Figure 1. Placement density heat map (run 1).
Scale: 3 px per micron. The die is cut into 7 by 9 equal tiles; black is low, pale yellow is high, 0 to 100% covered.
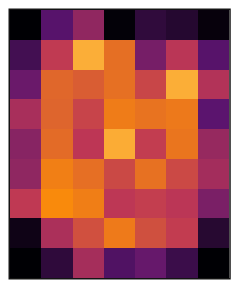
Figure 2. Cell classes on the final placement (run 1).
Scale: 4 px per micron. Fill, decap, tap and diode cells in gray.
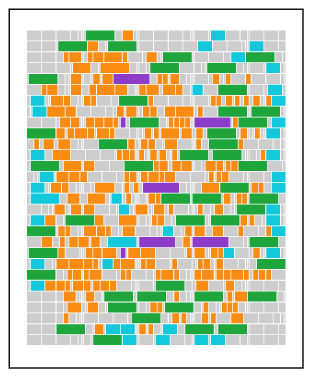
Figure 3. Clock nets (run 1).
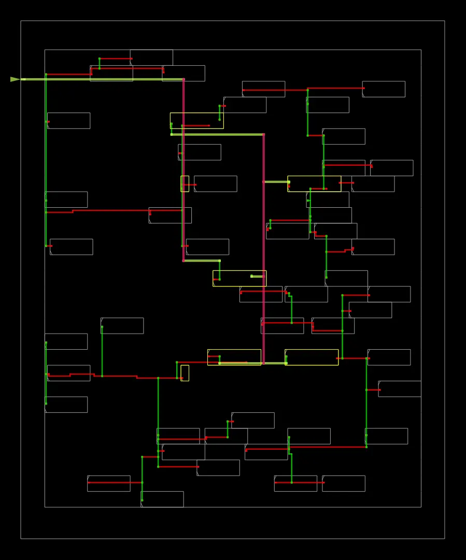
## config.mk

```make
export PLATFORM = sky130hd
export DESIGN_NAME = jac1_prog_loader_flat
export DESIGN_NICKNAME = d
export VERILOG_FILES = /design/src/rtl/jac1_prog_loader_if.sv /design/src/rtl/jac1_prog_loader.sv /design/src/flat_wrapper.sv
export SDC_FILE = /design/constraint.sdc
export NUM_CORES = 1
export LEC_CHECK = 0
export ABC_CLOCK_PERIOD_IN_PS = 3000
export CORE_ASPECT_RATIO = 1.25
export CORE_MARGIN = 4
export CORE_UTILIZATION = 46
export CTS_BUF_LIST = sky130_fd_sc_hd__clkbuf_16
export CTS_CLUSTER_DIAMETER = 60
export DETAILED_ROUTE_END_ITERATION = 10
export PLACE_DENSITY = 0.68
export SLEW_MARGIN = 25
export SYNTH_ARGS = -nofsm -noshare
export SYNTH_HDL_FRONTEND = slang
export SYNTH_SLANG_ARGS = --single-unit
```

## constraint.sdc

```tcl
create_clock -name clk -period 3 [get_ports clk]
set_clock_uncertainty 0.15 [all_clocks]
set_input_delay 0.45 -clock clk [delete_from_list [all_inputs] [get_ports clk]]
set_output_delay 0.45 -clock clk [all_outputs]
set_load 0.05 [all_outputs]
```

## src/rtl/jac1_prog_loader_if.sv

```systemverilog
// Host byte-stream link into the JAC1 program loader.
//   in_data  : host byte
//   in_valid : host byte valid
//   in_ready : loader can take the byte; transfer on in_valid && in_ready at posedge
// master = host side, slave = loader side.
interface jac1_prog_loader_if #(
  parameter int DataWidth = 8
);
  logic [DataWidth-1:0] in_data;
  logic                 in_valid;
  logic                 in_ready;

  modport master (output in_data, output in_valid, input in_ready);
  modport slave  (input in_data, input in_valid, output in_ready);
endinterface

```

## src/rtl/jac1_prog_loader.sv

```systemverilog
// JAC1 program loader: parses framed images (HDR, LEN, LEN payload, CHK) from a
// host byte stream, writes payload into program memory, and holds the CPU in
// reset until a frame passes its checksum.
// Ports:
//   clk, sys_res          : clock, synchronous active-high reset
//   host (slave)          : in_data / in_valid / in_ready byte stream
//   mem_we/addr/wdata     : program memory write port, 1-cycle registered
//   cpu_run               : 1 releases the CPU (drives JAC1 sys_res_n)
//   load_err              : last frame failed its checksum
//   busy                  : frame in progress
// Optional: define JAC1_LOADER_ECHO_EN to add echo_data/echo_valid, a
// registered copy of every accepted byte (dropped ones included).
module jac1_prog_loader #(
  parameter int                   DataWidth  = 8,
  parameter int                   AddrWidth  = 8,
  parameter logic [AddrWidth-1:0] BaseAddr   = '0,
  parameter logic [DataWidth-1:0] HeaderByte = 8'hA5
) (
  input  logic                 clk,
  input  logic                 sys_res,
  jac1_prog_loader_if.slave    host,
  output logic                 mem_we,
  output logic [AddrWidth-1:0] mem_addr,
  output logic [DataWidth-1:0] mem_wdata,
  output logic                 cpu_run,
  output logic                 load_err,
  output logic                 busy
`ifdef JAC1_LOADER_ECHO_EN
  ,
  output logic [DataWidth-1:0] echo_data,
  output logic                 echo_valid
`endif
);
  typedef enum logic [2:0] {
    S_IDLE, S_LEN, S_DATA, S_CHK, S_EVAL, S_DONE, S_ERR
  } state_t;

  state_t               state;
  logic                 rdy;
  logic [DataWidth-1:0] cnt;
  logic [DataWidth-1:0] sum;
  logic [AddrWidth-1:0] addr;
  logic                 acc;
  logic                 is_hdr;

  assign host.in_ready = rdy;
  assign acc           = host.in_valid && rdy;
  assign is_hdr        = (host.in_data == HeaderByte);

  always_ff @(posedge clk) begin
    if (sys_res) begin
      state     <= S_IDLE;
      rdy       <= 1'b0;
      mem_we    <= 1'b0;
      mem_addr  <= BaseAddr;
      mem_wdata <= '0;
      cpu_run   <= 1'b0;
      load_err  <= 1'b0;
      busy      <= 1'b0;
      cnt       <= '0;
      sum       <= '0;
      addr      <= BaseAddr;
    end else begin
      rdy    <= 1'b1;
      mem_we <= 1'b0;
      case (state)
        S_IDLE, S_DONE, S_ERR: begin
          if (acc && is_hdr) begin
            state    <= S_LEN;
            busy     <= 1'b1;
            cpu_run  <= 1'b0;
            load_err <= 1'b0;
          end
        end
        S_LEN: begin
          if (acc) begin
            // LEN=0 stays 0: the decrement wraps to 255, giving 256 bytes
            // before cnt==1 is seen on the last one.
            cnt   <= host.in_data;
            sum   <= '0;
            addr  <= BaseAddr;
            state <= S_DATA;
          end
        end
        S_DATA: begin
          if (acc) begin
            mem_we    <= 1'b1;
            mem_addr  <= addr;
            mem_wdata <= host.in_data;
            sum       <= sum + host.in_data;
            addr      <= addr + AddrWidth'(1);
            cnt       <= cnt - DataWidth'(1);
            if (cnt == DataWidth'(1)) state <= S_CHK;
          end
        end
        S_CHK: begin
          if (acc) begin
            // fold CHK into the sum; a good frame leaves it at zero
            sum   <= sum + host.in_data;
            rdy   <= 1'b0;
            state <= S_EVAL;
          end
        end
        S_EVAL: begin
          busy <= 1'b0;
          if (sum == '0) begin
            state   <= S_DONE;
            cpu_run <= 1'b1;
          end else begin
            state    <= S_ERR;
            load_err <= 1'b1;
          end
        end
        default: state <= S_IDLE;
      endcase
    end
  end

`ifdef JAC1_LOADER_ECHO_EN
  always_ff @(posedge clk) begin
    if (sys_res) begin
      echo_data  <= '0;
      echo_valid <= 1'b0;
    end else begin
      echo_valid <= acc;
      if (acc) echo_data <= host.in_data;
    end
  end
`endif

endmodule

```

## src/flat_wrapper.sv

```systemverilog
// flat-port wrapper written by rule: the top's interface ports become plain ports
module jac1_prog_loader_flat 
#(
  parameter int                   DataWidth  = 8,
  parameter int                   AddrWidth  = 8,
  parameter logic [AddrWidth-1:0] BaseAddr   = '0,
  parameter logic [DataWidth-1:0] HeaderByte = 8'hA5
)
  (clk, sys_res, mem_we, mem_addr, mem_wdata, cpu_run, load_err, busy, host_in_data, host_in_valid, host_in_ready);
  jac1_prog_loader_if #(.DataWidth(DataWidth)) host_i ();
  input  logic clk;
  input  logic sys_res;
  output logic mem_we;
  output logic [AddrWidth-1:0] mem_addr;
  output logic [DataWidth-1:0] mem_wdata;
  output logic cpu_run;
  output logic load_err;
  output logic busy;
  input wire logic [$bits(host_i.in_data)-1:0] host_in_data;
  input wire logic [$bits(host_i.in_valid)-1:0] host_in_valid;
  output wire logic [$bits(host_i.in_ready)-1:0] host_in_ready;
  assign host_i.in_data = host_in_data;
  assign host_i.in_valid = host_in_valid;
  assign host_in_ready = host_i.in_ready;
  jac1_prog_loader #(.DataWidth(DataWidth), .AddrWidth(AddrWidth), .BaseAddr(BaseAddr), .HeaderByte(HeaderByte)) u_core (.clk(clk), .sys_res(sys_res), .host(host_i), .mem_we(mem_we), .mem_addr(mem_addr), .mem_wdata(mem_wdata), .cpu_run(cpu_run), .load_err(load_err), .busy(busy));
endmodule
```

==> results.env, run 1 <==
STATUS='finished clean'
INITIALDRTVIOLATIONCOUNT=97
MAX_FREQ_GHz=0.406
CTS_HTREE_LEVELS=2
SYNTH-SIMPLE-AREA-SHARE=0.247
CRITICAL_PATH.STARTPOINT_TYPE='input pin'
TRITONCTS='yes'
SETUP.WORST_PATH.START='host_in_data[4]'
LAYOUT_TOP_CELLS_EXCL_FILL_TAP='sky130_fd_sc_hd__nand2_1 (52), sky130_fd_sc_hd__dfxtp_1 (48), sky130_fd_sc_hd__a21oi_1 (31), sky130_fd_sc_hd__clkdlybuf4s50_1 (31), sky130_fd_sc_hd__nor2_1 (25)'
CAPTURE_POINT_OF_THE_WORST_PATH='u_core.sum[7]'
GLOBAL_ROUTING_USAGE_ON_MET2=0.330
CTS_HOLD_BUFFERS=0
SYNTH_NET_COUNT=321
DETAILEDPLACE.WORSTSLACK_PS=243
TIMING.SLEW.HEADROOM=0.652
SYNTH_AREA_SQ_MM=0.00243
FF2FF_SETUP_SLACK_PS=900
MAIN_LOGIC_FAMILY_AFTER_SYNTHESIS='simple AND/OR/NAND/NOR gates'
DIE_W_MICRONS=73.1
R2R-START='u_core.sum[4]'
GRT_MAX_DEGREE=40
GLOBAL_ROUTE.USAGE.MET3=0.0349
VIA_PER_INST=5.68
TIMING.MAX_CAP.VIOLATIONS=0
TIMING.CRITICAL_PATH.SLOWEST_STAGE_CELL='sky130_fd_sc_hd__clkdlybuf4s50_1'
WORST-R2R-CELL-COUNT=6
SYNTH.MUX.AREA_FRACTION=0.00823
GRT_USE_MET1=0.244
STDCELL_COUNT=392
GRT.OVERFLOW.TOTAL=0
POST-CTS-SETUP-BUFFERS=0
SYNTHESIS.YOSYS.WARNINGS=0
SYNTH.AVG_CELL_AREA_SQ_UM=8.14
HOLD_VIOLATIONS=0
SYNTH-ASYNC-RESET-RATIO=0
FINALNETCOUNT=352
CRITPATHREQUIREDTIME_PS=3050
VIAS=2228
DIEHEIGHT_MICRONS=89.3
DETAILED_PLACE.AREA_SQ_MM=0.00285
DRC=0
NUMSYNTHFLOPS=48
ANTENNA_FOUND_INITIAL=0
LAYOUT_SETUP_WS_PS=536
PLACE.DETAILED.INSTANCES=385
COMPLEX_GATE_FRACTION_OF_THE_SYNTHESIZED_AREA=0.237
TIMING.HOLD.WORST_PATH_DEPTH=2
DATA_ARRIVAL_AT_THE_ENDPOINT_OF_THE_CRITICAL_PATH_PS=2520
LAYOUT_TOP_CELL_EXCL_FILL_TAP='sky130_fd_sc_hd__nand2_1'
R2R-END='u_core.sum[7]'
NUMBER_OF_GLOBAL_ROUTE_VIAS_BEFORE_REPAIR=2091
POSTSYNTHCELLCOUNT=299
DR_WL_MET2_MM=2.87
DRT_PRE_ANTENNA_ITERS=4
WORST_VDD_DROP_mV=0.249
GLOBAL_ROUTE.PEAK_USAGE_LAYER='met2'
TIMING.FINAL.SETUP_VIOLATIONS=0
CLOCK_NET_SINK_COUNT=48
AREA_GROWTH_SYN_TO_LAYOUT_PCT=22.4
RSZ_0062_RAISED_AFTER_GLOBAL_ROUTING='no'
WORST_SETUP_HOLD_PATH_CLK_SLEW_PS=60
WORST-PATH-MAX-FANOUT=5
GLOBAL_ROUTE.USAGE.TOTAL=0.192
END_KIND='flip-flop'
GP_CONGESTION=0.877
FIN_TNS_SETUP_PS=0
SYNTHADDERAREAFRAC=0.0596
POWERDENSITY_mW_PER_MM2=481
YS_SEQ_SHARE=0.395
PLACE_HPWL_MM=4.12
NUMBER_OF_ROUTED_NETS_WITH_ANTENNA_VIOLATIONS=0
SYNTH.YOSYS.CHIP_AREA_SQ_MM=0.00243
ANTENNA_CELLS_INSERTED=0
WARNING_COUNT=27
YOSYS_MOST_USED_DFF='sky130_fd_sc_hd__dfxtp_1'
FINAL.HOLD.WORST_SLACK_PS=302
TOP_LAYER_USED='met4'
SYNTH_STAT.CELLS=299
MET3_WIRELENGTH_MICRONS=220
POST_SYNTH_NUM_CELL_TYPES=49
DRIVE_ABOVE_1_SHARE=0.0606
WORSTHOLDPATHTYPE='reg2reg'
CELLS_ALONG_THE_CRITICAL_PATH='clkdlybuf4s50_1 -> ha_1 -> a21o_1 -> a31o_2 -> or3_1 -> a211o_1 -> a31oi_1'
ENABLE_FLOP_CELLS=0
SETUP.WORST_PATH.CLASS='in2reg'
CLK_PATH_BUF_DEPTH=2
TIMING.FINAL.CRIT_SHARE=0.821
DIE_AREA_SQ_MM=0.00653
CTS-ROOT-BUF='sky130_fd_sc_hd__clkbuf_16'
HOLD_PATH.STARTPOINT='u_core.mem_addr[3]'
PIN_COUNT=32
POST_DRT_WL_PER_CELL_MICRONS=14.7
## Picture notes: Figure 1
tiles over 75% full: 4.8%
mean over tiles: 45%
fullest tile: 82%
emptiest ninth of the die: lower right
densest ninth of the die: center
nearly empty tiles: 7.9%
post-route core utilization: 0.582
starting density of the core: 0.476
area of the placeable core: 0.00512 sq mm

## Picture notes: Figure 2
| color | class | cells |
|---|---|---|
| green | sequential cells | 48 |
| cyan | remaining buffers and delay cells | 39 |
| purple | clock drivers and dummy loads | 7 |
| orange | combinational and other logic | 236 |
floorplan row count: 29
fin area: 0.00298 sq mm

## Picture notes: Figure 3
sequential cell count: 48
clock network latency to the later pin of the worst-skew pair: 280 ps
total of clock buffers placed in the layout: 5

-- run 1: synth_stat cells, types with 3 or more instances --
master                      n  area [sq um]
sky130_fd_sc_hd__nand2_1   52           195
sky130_fd_sc_hd__dfxtp_1   48           961
sky130_fd_sc_hd__a21oi_1   31           155
sky130_fd_sc_hd__nor2_1    25          93.8
sky130_fd_sc_hd__clkbuf_1  12          45.0
sky130_fd_sc_hd__o21ai_0   12          60.1
sky130_fd_sc_hd__ha_1      10           125
sky130_fd_sc_hd__nand3_1   10          50.1
sky130_fd_sc_hd__a22oi_1    8          60.1
sky130_fd_sc_hd__a211oi_1   7          52.6
sky130_fd_sc_hd__a311oi_1   5          43.8
sky130_fd_sc_hd__inv_1      5          18.8
sky130_fd_sc_hd__nand2b_1   5          31.3
sky130_fd_sc_hd__a21o_1     4          30.0
sky130_fd_sc_hd__nand3b_1   4          30.0
sky130_fd_sc_hd__xor2_1     4          35.0
sky130_fd_sc_hd__a31oi_1    3          18.8
sky130_fd_sc_hd__and3_1     3          18.8
sky130_fd_sc_hd__buf_2      3          15.0
sky130_fd_sc_hd__nand4b_1   3          26.3
sky130_fd_sc_hd__nor3_1     3          15.0
sky130_fd_sc_hd__o21a_1     3          22.5
sky130_fd_sc_hd__or3_1      3          18.8
sky130_fd_sc_hd__or4_1      3          22.5
-- run 1: power breakdown --
part | internal (uW) | switching, uW
sequential | 654 | 28.7
clock | 298 | 220
combinational | 99.5 | 133
-- run 1: final cells by class --
class	count	area, sq um
flip-flops and latches	48	961
repair buffers	39	395
multi-input cells	231	1390
well taps	62	77.6
inverters	5	18.8
fillers	483	2140
clock inverters	2	7.51
clock buffers	5	125
-- run 1: worst max-delay path, delay by kind of cell --
family	cells	cell delay [ps]
simple gates	1	320
buf+inv	1	480
fa+ha+maj	1	390
compound gates	4	870
==> run 1 -> run 2 <==
Settings changed: ABC_CLOCK_PERIOD_IN_PS 3000 to 2600.
Clock period 3 ns to 2.6 ns, I/O delays scaled along.
==> results.env, run 2 <==
ENABLE_FLOP_CELLS=0  # unchanged
HOLD_PATH.STARTPOINT='u_core.mem_addr[7]'
FINAL.HOLD.WORST_SLACK_PS=301  # -0.828 ps
NUMSYNTHFLOPS=48  # unchanged
FLOORPLAN.CORE_UTIL=0.476  # unchanged
VIA_PER_INST=5.72  # +0.58%
CRITPATHREQUIREDTIME_PS=2660  # -390 ps
CTS_INSERTED_BUFFERS=5
CTS_HTREE_LEVELS=2  # unchanged
TIMING.FINAL.CRIT_SHARE=0.901
GP_CONGESTION=0.912  # +3.9%
SYNTH.AVG_CELL_AREA_SQ_UM=8.14  # unchanged
POST-CTS-SETUP-BUFFERS=0  # unchanged
WORSTHOLDENDPOINT='u_core.mem_addr[7]'
TRITONCTS='yes'
P_TOTAL_uW=1690
WORST_VDD_DROP_mV=0.267  # +7.1%
TIMING.HOLD.WORST_PATH_DEPTH=2  # unchanged
CRIT_BUF_INV=2  # +1
CLOCK_INSERTION_DELAY_WORST_SKEW_PS=280  # about the same
HOLD_VIOLATIONS=0  # unchanged
LEAKAGEPOWER_uW=0.00114
GLOBAL_ROUTE.USAGE.TOTAL=0.194  # +0.00152
GRT_MAX_DEGREE=30  # -25%
CTS-ROOT-BUF='sky130_fd_sc_hd__clkbuf_16'
DRC=0  # unchanged
NUM-FILL-CELLS=476  # -1.4%
WORST_SLEW_PIN_SLEW_PS=520
TIMING.CRITICAL_PATH.DEPTH=8  # +1
SYNTH.YOSYS.CHIP_AREA_SQ_MM=0.00243  # unchanged
DIE_W_MICRONS=73.1  # unchanged
CRITICAL_PATH.STARTPOINT_TYPE='input pin'
SWITCHING_SHARE=0.272  # +0.00527
CRIT_PATH_LEADING_DELAY_FAMILY='AND-OR/OR-AND gates'
POWER_FRAC_COMB=0.168  # +0.006
SYNTH_STAT.CELLS=299  # unchanged
NETLIST_TOP_CELLS_COUNT='sky130_fd_sc_hd__nand2_1 (52), sky130_fd_sc_hd__dfxtp_1 (48), sky130_fd_sc_hd__a21oi_1 (31), sky130_fd_sc_hd__nor2_1 (25)'
DRIVE_ABOVE_1_SHARE=0.110  # +0.0489
SYNTH.AREA.TOP_CELLS='sky130_fd_sc_hd__dfxtp_1 (39%), sky130_fd_sc_hd__nand2_1 (8.0%), sky130_fd_sc_hd__a21oi_1 (6.4%)'
DIEHEIGHT_MICRONS=89.3  # unchanged
POWER.SHARE.SEQUENTIAL=0.468  # -0.008
NUMPORTBUFFERS=31
PLACE_HPWL_MM=4.23  # +2.8%
POSTSYNTHCELLCOUNT=299  # unchanged
SYNTH_TOP_CELL_BY_AREA='sky130_fd_sc_hd__dfxtp_1'
SYNTH_NET_COUNT=321  # unchanged
POWERDENSITY_mW_PER_MM2=546  # +13%
PLACE.DETAILED.INSTANCES=401  # +4.2%
AREA_GROWTH_SYN_TO_LAYOUT_PCT=27.1
CTS.REPAIR.RESIZED=0
CLOCK_NET_SINK_COUNT=48  # unchanged
TOTALWIRELENGTH_MM=5.94
NET-SWITCHING-POWER_uW=459  # +20%
TIMING.CRITICAL_PATH.SLOWEST_STAGE_CELL='sky130_fd_sc_hd__clkdlybuf4s50_1'
LAYOUT_TOP_CELLS_EXCL_FILL_TAP='sky130_fd_sc_hd__nand2_1 (52), sky130_fd_sc_hd__dfxtp_1 (48), sky130_fd_sc_hd__a21oi_1 (31), sky130_fd_sc_hd__clkdlybuf4s50_1 (31), sky130_fd_sc_hd__nor2_1 (25)'
NUMBER_OF_GLOBAL_ROUTE_VIAS_BEFORE_REPAIR=2169  # +3.7%
CAPTURE_POINT_OF_THE_WORST_PATH='u_core.sum[7]'
FF2FF_SETUP_SLACK_PS=470  # -430 ps
SYNTH_AREA_SQ_MM=0.00243  # unchanged
YS_SEQ_SHARE=0.395  # unchanged
FINALNETCOUNT=368  # +4.5%
TIMING.MAX_CAP.VIOLATIONS=0  # unchanged
YOSYS_MOST_USED_DFF='sky130_fd_sc_hd__dfxtp_1'
ANTENNA_FOUND_INITIAL=0  # unchanged
NUMBER_OF_ROUTED_NETS_WITH_ANTENNA_VIOLATIONS=0  # unchanged
DATA_ARRIVAL_AT_THE_ENDPOINT_OF_THE_CRITICAL_PATH_PS=2410  # -110 ps
SYNTHESIS.YOSYS.WARNINGS=0  # unchanged
RSZ_0062_RAISED_AFTER_GLOBAL_ROUTING='no'
CLK_PATH_BUF_DEPTH=2  # unchanged
SYNTH.MOST_COMMON_CELL='sky130_fd_sc_hd__nand2_1'
GRT_FIRST_PASS_WIRELENGTH_MM=10.1
TIMING.SLEW.HEADROOM=0.652  # about the same
FINISH.UTILIZATION=0.605  # +0.0223
SYNTH.TOP_CELL.AREA_SHARE=0.395  # unchanged
WORSTHOLDPATHTYPE='reg2reg'
ANTENNA_CELLS_INSERTED=0  # unchanged
SETUP.WORST_PATH.CLASS='in2reg'
CELLS_ALONG_THE_CRITICAL_PATH='clkdlybuf4s50_1 -> buf_4 -> ha_1 -> a21o_1 -> a31o_2 -> or3_1 -> a211o_1 -> a31oi_1'
R2R-START='u_core.state[2]'
WARNING_COUNT=27  # unchanged
DRT_PRE_ANTENNA_ITERS=4  # unchanged
END_KIND='flip-flop'
GRT.OVERFLOW.TOTAL=0  # unchanged
REPORT.FINAL.SLEW_VIOL_COUNT=0
VIAS=2338  # +4.9%
SETUP.WORST_PATH.START='host_in_data[3]'
WORST-R2R-CELL-COUNT=6  # unchanged
PIN_COUNT=32  # unchanged
INITIALDRTVIOLATIONCOUNT=161  # +66%
STATUS='finished clean'
CRITICAL-PATH-MAX-STAGE-DELAY_PS=450
PERIOD_MINUS_SLACK_PS=2340
DESIGN.CORE.AREA_SQ_MM=0.00512  # unchanged
LAYOUT_TOP_CELL_EXCL_FILL_TAP='sky130_fd_sc_hd__nand2_1'
CELLINTERNALPOWER_uW=1230  # +17%
R2R-END='u_core.addr[6]'
POST_DRT_WL_PER_CELL_MICRONS=14.5  # -1.0%
MAX_FREQ_GHz=0.427
DIE_AREA_SQ_MM=0.00653  # unchanged
WORST-PATH-MAX-FANOUT=3  # -2
CTS_HOLD_BUFFERS=0  # unchanged
ROWS=29  # unchanged
SYNTH-ASYNC-RESET-RATIO=0  # unchanged
TIMING.FINAL.SETUP_VIOLATIONS=0  # unchanged
STDCELL_COUNT=409  # +4.3%
POST_SYNTH_NUM_CELL_TYPES=49  # unchanged
WORST_SETUP_HOLD_PATH_CLK_SLEW_PS=60  # about the same
[run 2: final cells by class]
type                       count  area (sq um)  area share
timing repair buffer          55           503       0.163
clock inverter                 3          13.8     0.00445
tap                           62          77.6      0.0251
multi-input combinational    231          1390       0.451
clock buffer                   5           125      0.0405
inverter                       5          18.8     0.00607
sequential                    48           961       0.311
[run 2: cell families (layout without fill, tap and decap cells)]
family,count (synthesis),in the layout,share of synthesized area
flops,48,48,0.395
simple gates,123,123,0.247
buf+inv,20,68,0.0324
fa+ha+maj,11,11,0.0596
xor+xnor,6,6,0.0216
compound gates,89,89,0.237
mux,2,2,0.00823
[run 2: per-stage QoR]
step	worst slack [ps]	cell area, sq um	TNS (ps)
finish	257	3090	0
global route	160	3090	0
CTS	261	3090	0
detailed placement	-49.1	2950	-49.1
global placement	-0.926	2950	-0.926
floorplan	357	2430	0
[run 2: metal layers]
layer / part of all wire / vias up / GRT usage / wire length (microns)
met2: 0.49 / 70 / 0.330 / 2900
met4: 0.020 / 0 / 0.0721 / 120
met3: 0.043 / 13 / 0.0281 / 253
met5: 0 / - / 0 / 0
li1: - / 1180 / - / -
met1: 0.45 / 1075 / 0.246 / 2670
[run 2: power groups by stage]
stage | logic, uW | registers, uW | clock network, uW
floorplan | 194 | 787 | 0
global placement | 276 | 803 | 0
detailed placement | 279 | 805 | 0
CTS | 282 | 788 | 624
global route | 314 | 792 | 653
finish | 283 | 789 | 615
[run 2: tightest hold or removal path, cell delays in order (launching register included)]
cell and delay [ps]:
sky130_fd_sc_hd__dfxtp_1 310, sky130_fd_sc_hd__nand2_1 50, sky130_fd_sc_hd__a21oi_1 50
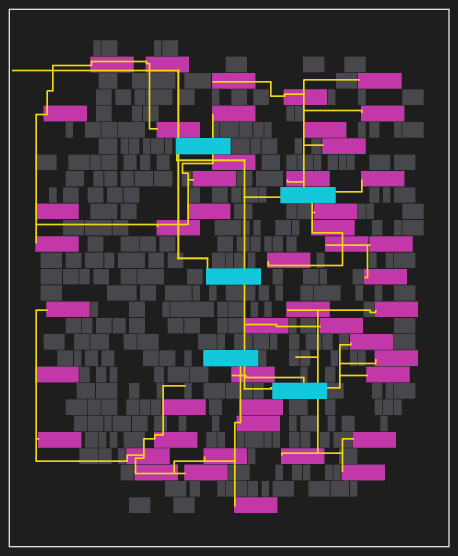
Figure 4: run 2, routed clock nets over the placement.
Scale: 6 px per micron.
[cyan] clock drivers | count: 5
[magenta] flip-flops | count: 48
[yellow] clock wires | length: 595 microns
flops lie: widely spread
power share of the clock group: 0.364
total clock network power: 615 uW

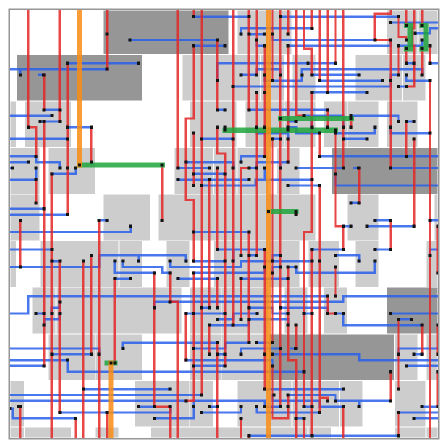
Figure 5: run 2, close-up of the layout.
Window x 24 to 49, y 32 to 57 microns. Cells in gray, sequential cells in the stronger gray; small squares are vias.
| color | layer |
|---|---|
| green | metal 3 |
| red | metal 2 |
| blue | metal 1 |
| orange | metal 4 |
cells with their middle in the window: 52
sequential cells in the window: 4
netlist names of flops here include: u_core.cnt (3), u_core.sum (1)
most frequent: nand2_1 (10), nor2_1 (5), a21oi_1 (5)

Power and IR drop assume default switching activity.
